Figure 1. I/O nets highlighted.
Scale bar: 20 microns.
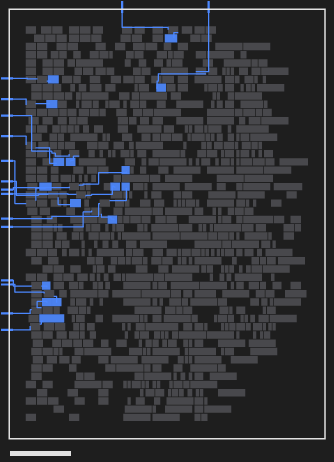
Figure 2. Sequential cells grouped by signal name.
Other sequential cells in the stronger gray, the rest of the logic in the fainter gray.
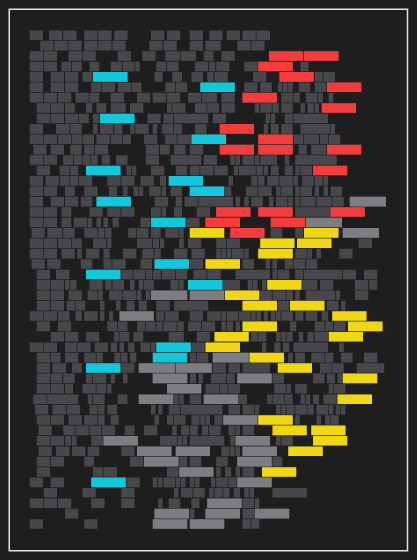
Figure 3. Routed clock nets over the placement.
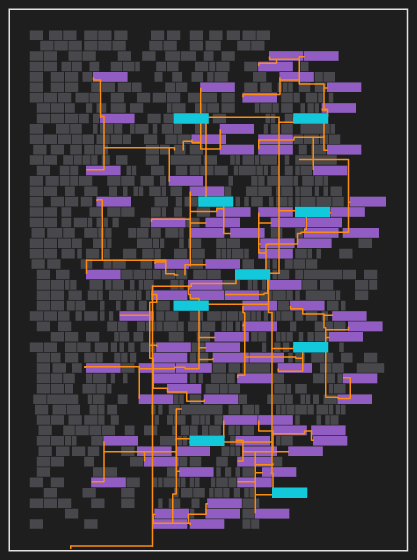
Figure 4. Signal wires on met1.
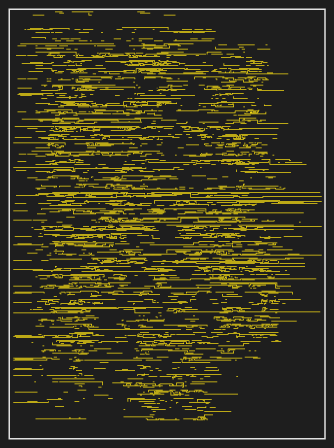
Figure 5. Routing congestion map.
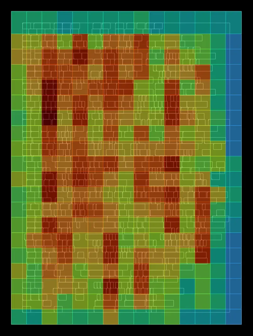
File: src/rtl/display_source_sequencer_pkg.sv
// display_source_sequencer_pkg: source encodings, FSM states and index stepping
package display_source_sequencer_pkg;
  localparam int NUM_SOURCES    = 11;
  localparam int SOURCE_INDEX_W = 4;
  localparam logic [SOURCE_INDEX_W-1:0] SRC_R0   = 4'd0;
  localparam logic [SOURCE_INDEX_W-1:0] SRC_R1   = 4'd1;
  localparam logic [SOURCE_INDEX_W-1:0] SRC_R2   = 4'd2;
  localparam logic [SOURCE_INDEX_W-1:0] SRC_R3   = 4'd3;
  localparam logic [SOURCE_INDEX_W-1:0] SRC_R4   = 4'd4;
  localparam logic [SOURCE_INDEX_W-1:0] SRC_R5   = 4'd5;
  localparam logic [SOURCE_INDEX_W-1:0] SRC_R6   = 4'd6;
  localparam logic [SOURCE_INDEX_W-1:0] SRC_R7   = 4'd7;
  localparam logic [SOURCE_INDEX_W-1:0] SRC_PC   = 4'd8;
  localparam logic [SOURCE_INDEX_W-1:0] SRC_DATA = 4'd9;
  localparam logic [SOURCE_INDEX_W-1:0] SRC_ADDR = 4'd10;
  typedef enum logic {S_MANUAL, S_AUTO} state_t;
  function automatic logic [SOURCE_INDEX_W-1:0] next_index(input logic [SOURCE_INDEX_W-1:0] idx);
    return (idx == SOURCE_INDEX_W'(NUM_SOURCES - 1)) ? SRC_R0 : idx + 1'b1;
  endfunction
endpackage

File: src/rtl/button_debouncer.sv
// button_debouncer: synchronizes a raw active-low button, debounces it and emits one-cycle press events
module button_debouncer #(
  parameter int DEBOUNCE_CYCLES = 500000
) (
  input  logic clock,
  input  logic reset,
  input  logic i_button_n,
  output logic o_press
);
  localparam int CNT_W = $clog2(DEBOUNCE_CYCLES + 1);
  localparam logic [CNT_W-1:0] CNT_MAX = CNT_W'(DEBOUNCE_CYCLES - 1);
  logic [1:0]       r_sync;
  logic             r_level;
  logic [CNT_W-1:0] r_cnt;
  logic             w_diff;
  logic             w_flip;
  assign w_diff  = r_sync[1] != r_level;
  assign w_flip  = w_diff && (r_cnt == CNT_MAX);
  // The event fires in the cycle the accepted level is about to fall, so consumers act on the same edge
  assign o_press = w_flip & r_level;
  // Synchronize the raw level and accept it only after it has differed for DEBOUNCE_CYCLES cycles
  always_ff @(posedge clock or posedge reset) begin
    if (reset) begin
      r_sync  <= 2'b11;
      r_level <= 1'b1;
      r_cnt   <= '0;
    end else begin
      r_sync  <= {r_sync[0], i_button_n};
      r_level <= w_flip ? ~r_level : r_level;
      r_cnt   <= (!w_diff || w_flip) ? '0 : r_cnt + 1'b1;
    end
  end
endmodule

File: src/rtl/display_source_sequencer.sv
// display_source_sequencer: picks which debug value drives the data HEX group, stepped manually or rotated on a timer
module display_source_sequencer
  import display_source_sequencer_pkg::*;
#(
  parameter int DEBOUNCE_CYCLES = 500000,
  parameter int DWELL_CYCLES    = 50000000
) (
  input  logic                      clock,
  input  logic                      reset,
  input  logic                      step_button_n,
  input  logic                      mode_button_n,
  input  logic [15:0]               r0,
  input  logic [15:0]               r1,
  input  logic [15:0]               r2,
  input  logic [15:0]               r3,
  input  logic [15:0]               r4,
  input  logic [15:0]               r5,
  input  logic [15:0]               r6,
  input  logic [15:0]               r7,
  input  logic [15:0]               program_count,
  input  logic [15:0]               data_bus,
  input  logic [15:0]               address_bus,
  output logic [15:0]               display_value,
  output logic [SOURCE_INDEX_W-1:0] source_index,
  output logic                      auto_mode
);
  localparam int DW_W = $clog2(DWELL_CYCLES + 1);
  localparam logic [DW_W-1:0] DWELL_MAX = DW_W'(DWELL_CYCLES - 1);
  state_t                    r_state;
  state_t                    w_state_n;
  logic [SOURCE_INDEX_W-1:0] r_idx;
  logic [SOURCE_INDEX_W-1:0] w_idx_n;
  logic [DW_W-1:0]           r_dwell;
  logic [DW_W-1:0]           w_dwell_n;
  logic [15:0]               r_disp;
  logic [15:0]               w_src;
  logic                      w_step;
  logic                      w_mode;
  logic                      w_expire;
  logic                      w_adv;
  button_debouncer #(.DEBOUNCE_CYCLES(DEBOUNCE_CYCLES)) u_step_db (
    .clock(clock), .reset(reset), .i_button_n(step_button_n), .o_press(w_step)
  );
  button_debouncer #(.DEBOUNCE_CYCLES(DEBOUNCE_CYCLES)) u_mode_db (
    .clock(clock), .reset(reset), .i_button_n(mode_button_n), .o_press(w_mode)
  );
  // Mode toggles on a mode event; a step event and dwell expiry merge into a single advance
  always_comb begin
    w_expire  = (r_state == S_AUTO) && (r_dwell == DWELL_MAX);
    w_adv     = w_step | w_expire;
    w_state_n = w_mode ? ((r_state == S_AUTO) ? S_MANUAL : S_AUTO) : r_state;
    w_idx_n   = w_adv ? next_index(r_idx) : r_idx;
    w_dwell_n = ((r_state == S_MANUAL) || w_adv || w_mode) ? '0 : r_dwell + 1'b1;
  end
  // Select the live source for the current index
  always_comb begin
    w_src = 16'h0000;
    case (r_idx)
      SRC_R0:   w_src = r0;
      SRC_R1:   w_src = r1;
      SRC_R2:   w_src = r2;
      SRC_R3:   w_src = r3;
      SRC_R4:   w_src = r4;
      SRC_R5:   w_src = r5;
      SRC_R6:   w_src = r6;
      SRC_R7:   w_src = r7;
      SRC_PC:   w_src = program_count;
      SRC_DATA: w_src = data_bus;
      SRC_ADDR: w_src = address_bus;
      default:  w_src = 16'h0000;
    endcase
  end
  // FSM state register
  always_ff @(posedge clock or posedge reset) begin
    if (reset) r_state <= S_MANUAL;
    else       r_state <= w_state_n;
  end
  // Index, dwell timer and registered display value
  always_ff @(posedge clock or posedge reset) begin
    if (reset) begin
      r_idx   <= SRC_R0;
      r_dwell <= '0;
      r_disp  <= 16'h0000;
    end else begin
      r_idx   <= w_idx_n;
      r_dwell <= w_dwell_n;
      r_disp  <= w_src;
    end
  end
  assign display_value = r_disp;
  assign source_index  = r_idx;
  assign auto_mode     = (r_state == S_AUTO);
endmodule

File: config.mk
export PLATFORM = sky130hd
export DESIGN_NAME = display_source_sequencer
export DESIGN_NICKNAME = d
export VERILOG_FILES = /design/src/rtl/display_source_sequencer_pkg.sv /design/src/rtl/button_debouncer.sv /design/src/rtl/display_source_sequencer.sv
export SDC_FILE = /design/constraint.sdc
export NUM_CORES = 1
export LEC_CHECK = 0
export CAP_MARGIN = 10
export CORE_ASPECT_RATIO = 1.4
export CORE_MARGIN = 5
export CORE_UTILIZATION = 45
export DETAILED_ROUTE_END_ITERATION = 8
export PLACE_DENSITY = 0.81
export SLEW_MARGIN = 40
export SYNTH_ARGS = -nofsm -noshare
export SYNTH_HDL_FRONTEND = slang
export SYNTH_SLANG_ARGS = --single-unit
File: constraint.sdc
create_clock -name clock -period 3.7 [get_ports clock]
set_clock_uncertainty 0.05 [all_clocks]
set_input_delay 0.74 -clock clock [delete_from_list [all_inputs] [get_ports clock]]
set_output_delay 0.74 -clock clock [all_outputs]
set_load 0.05 [all_outputs]
==> deck_impl_summary.md <==
Implementation Results

Logic synthesis
  • Simple Share, Synth: 22.78%
  • Synth top cells by count: nor2_1, dfrtp_1, xor2_1, nand2_1, a22oi_1
  • Post-synth area hogs: dfrtp_1, xor2_1, nor2_1
  • Top non-seq family: simple AND/OR/NAND/NOR gates
  • Mapped Avg Cell Area: 9.448 sq um
  • Mapped Area: about 5500 sq um
  • Gate Count Post-Synth: 586
  • Cell with the most instances after synthesis: nor2_1
  • Mux area share: under 10%
  • Flops after synth: a little over 90
  • Fraction of the mapped netlist area in adder cells: 0.6780%
  • XORs/XNORs by Area: 9.808%
  • YS chip area: 5537 sq um
  • Top FF cell, synth: dfrtp_1
  • Ys Warns: 0
  • Mapped Nets: 769
  • Max-area cell share: 38.42%
  • Asr flop ratio synth: 100.0%
  • Synth unique cells: 63
  • Post-synthesis sequential area ratio: 41.27%
  • Post-synth EDFFs: 0
  • Yosys Instances: ~600

Placement
  • DP Worst Slack: 1.353 ns
  • RePlAce Congestion: 0.9894
  • Hpwl dp: 15750 microns

Global route
  • Antenna violations before repair: 1
  • Met1 usage: 31.08%
  • Largest net degree at the start of global routing: about 47
  • Met2 usage: between 40% and 50%
  • Overflow after GRT: 0
  • Most Crowded Layer GR: met2
  • Tot GR Track Use: 26.74%
  • Vias in the first global route: 5732
  • First-pass GRT wire length: 30760 microns

Finish
  • Clock-cell share of area: 4.081%
  • Mi-comb count: 454
  • Number of non-clock inverters in the layout: 11
  • Nonclk buf count: 206
  • Sequential cell area share: 28.68%
  • Layout cells sized above 1: 7.712%
  • Largest cell class by area: combinational gates
  • # clk buffers: 9
  • Flip-flop and latch area: 2286 sq um
  • Comb. cell area: between 3000 and 4000 sq um
  • Layout fillers: 934
  • Commonest Layout Cell: clkdlybuf4s50_1
  • Buffer share of cell area: 25.84%
  • NumNets Final: 956
  • ANT cells: 1
  • Area growth, synth to finish: 43.98%
  • Registers: 91

Setup path
  • Crit path launch type: flop
  • Largest driver fanout on the critical path: 24
  • Reg2reg start: source_index[2]
  • Sum of buffers and inverters on the critical path: 1
  • CP max-delay cell: clkdlybuf4s50_1
  • Worst setup path end: source_index[0]
  • CP max stage delay: around 0.94 ns
  • Worst setup path category: flop to output port
  • Path depth of the worst reg2reg path: 5
  • Worst reg2reg path endpoint: display_value[10]
  • Critical Path Stages: 1
  • Worst Path Arrival: 1.92 ns
  • Crit-path cells: clkdlybuf4s50_1
  • CP startpoint: source_index[0]
  • Worst Setup End Kind: output port

Power
  • Pwr Total: 2.358 mW
  • Leak: roughly 3 nW
  • Peak VDD IR: 0.1832 mV
  • Power Density: 295.8 nW/um^2

Job
  • OpenROAD warning count: 26
  • Max-cap viol count: 0

Clocking
  • Clock Tree Root: clkbuf_16
  • Cts hold-fix bufs: 0
  • Clk slew on worst S/H paths: 0.07 ns
  • CTS tree: yes
  • Cts repair resizes: 0
  • H-tree level count: 3
  • Clk sinks: 91
  • Setup repair bufs after CTS: 0
  • CTS Buf Count: 9
  • Clk_lat worst skew: 0.35 ns

Run status
  • Status: finished clean

Drt
  • DR DRC count: 0
  • Drt total wl: 20200 microns
  • DRT antenna net count: 0
  • Via Count: 5493
  • Initial DRT Pass Iterations: 5
  • DR vias/cell: 5.913
  • Met1 Wirelength: 7449 microns
  • Met3 wire len: 1661 microns
  • Highest Signal Layer: met4
  • Met2 WL: 10080 microns
  • DR iter-0 viols: 346

Timing
  • Worst slew margin: between 50% and 60%
  • Setup TNS: 0 ns
  • RSZ-0062 raised after global routing: no
  • Final hold vios: 0
  • Worst Setup Slack, final: 0.9865 ns
  • Crit share post-route: 73.34%
  • FMAX: 368.5 MHz
  • Endpoints failing setup: 0
  • Max-slew violation count: 0
  • Tmin final: approximately 2.7 ns

Min path
  • Min-Delay Path Class: flop to flop
  • Hold Crit Depth: 0
  • Hold path start: u_mode_db.r_sync[0]
  • WHS Endpoint: u_mode_db.r_sync[1]

Floorplanning
  • Well Taps: approximately 150
  • Die ar.: 14650 sq um
  • Die W: 103.7 microns
  • FP Util: a little under half
  • Site row count: between 40 and 50
Back to the opening pictures, Figure 1:
- blue: `r2` (bits 16; direction input; end cells 16; buffers 16; wire 407 microns)
Buffers on Ports: 200
# IOs: 201

Back to the opening pictures, Figure 2:
- red: `u_step_db.r_cnt` (placed flops 19)
- yellow: `r_dwell` (placed flops 26)
- cyan: `display_value` (placed flops 16)
- not colored: 30

Back to the opening pictures, Figure 3:
- purple: flip-flops (count 91)
- cyan: cells driving clock nets (count 9)
- orange: clock wires (length 1180 microns)
- routed clock nets: 10

Back to the opening pictures, Figure 4:
- wire length on this layer: 7450 microns
- nets with wire on the layer: 877
- share of all routed wire: 37%

Back to the opening pictures, Figure 5:
routed len/inst: 21.75 microns
met3 global-route usage: 7.284%
Final Util: 65.38%

## registers in the layout, summed over array words and instances, names as in the netlist, 2 cells and up
signal,cells
r_dwell,26
u_mode_db.r_cnt,19
u_step_db.r_cnt,19
display_value,16
source_index,4
u_mode_db.r_sync,2
u_step_db.r_sync,2
## where the power goes
| part | internal [mW] | switching (mW) |
|---|---|---|
| registers | 1.01 | 0.00997 |
| logic | 0.208 | 0.125 |
| clock network | 0.595 | 0.408 |
| total | 1.82 | 0.542 |
## per-stage QoR
stage | std cells | instance area [sq um] | utilization [%]
after global routing | 929 | 7971 | 65.38
after detailed placement | 912 | 7629 | 62.57
after CTS | 928 | 7954 | 65.24
after floorplan | 586 | 5537 | -
final | 929 | 7971 | 65.38
after global placement | 912 | 7625 | 62.54
Power and IR drop assume default switching activity.
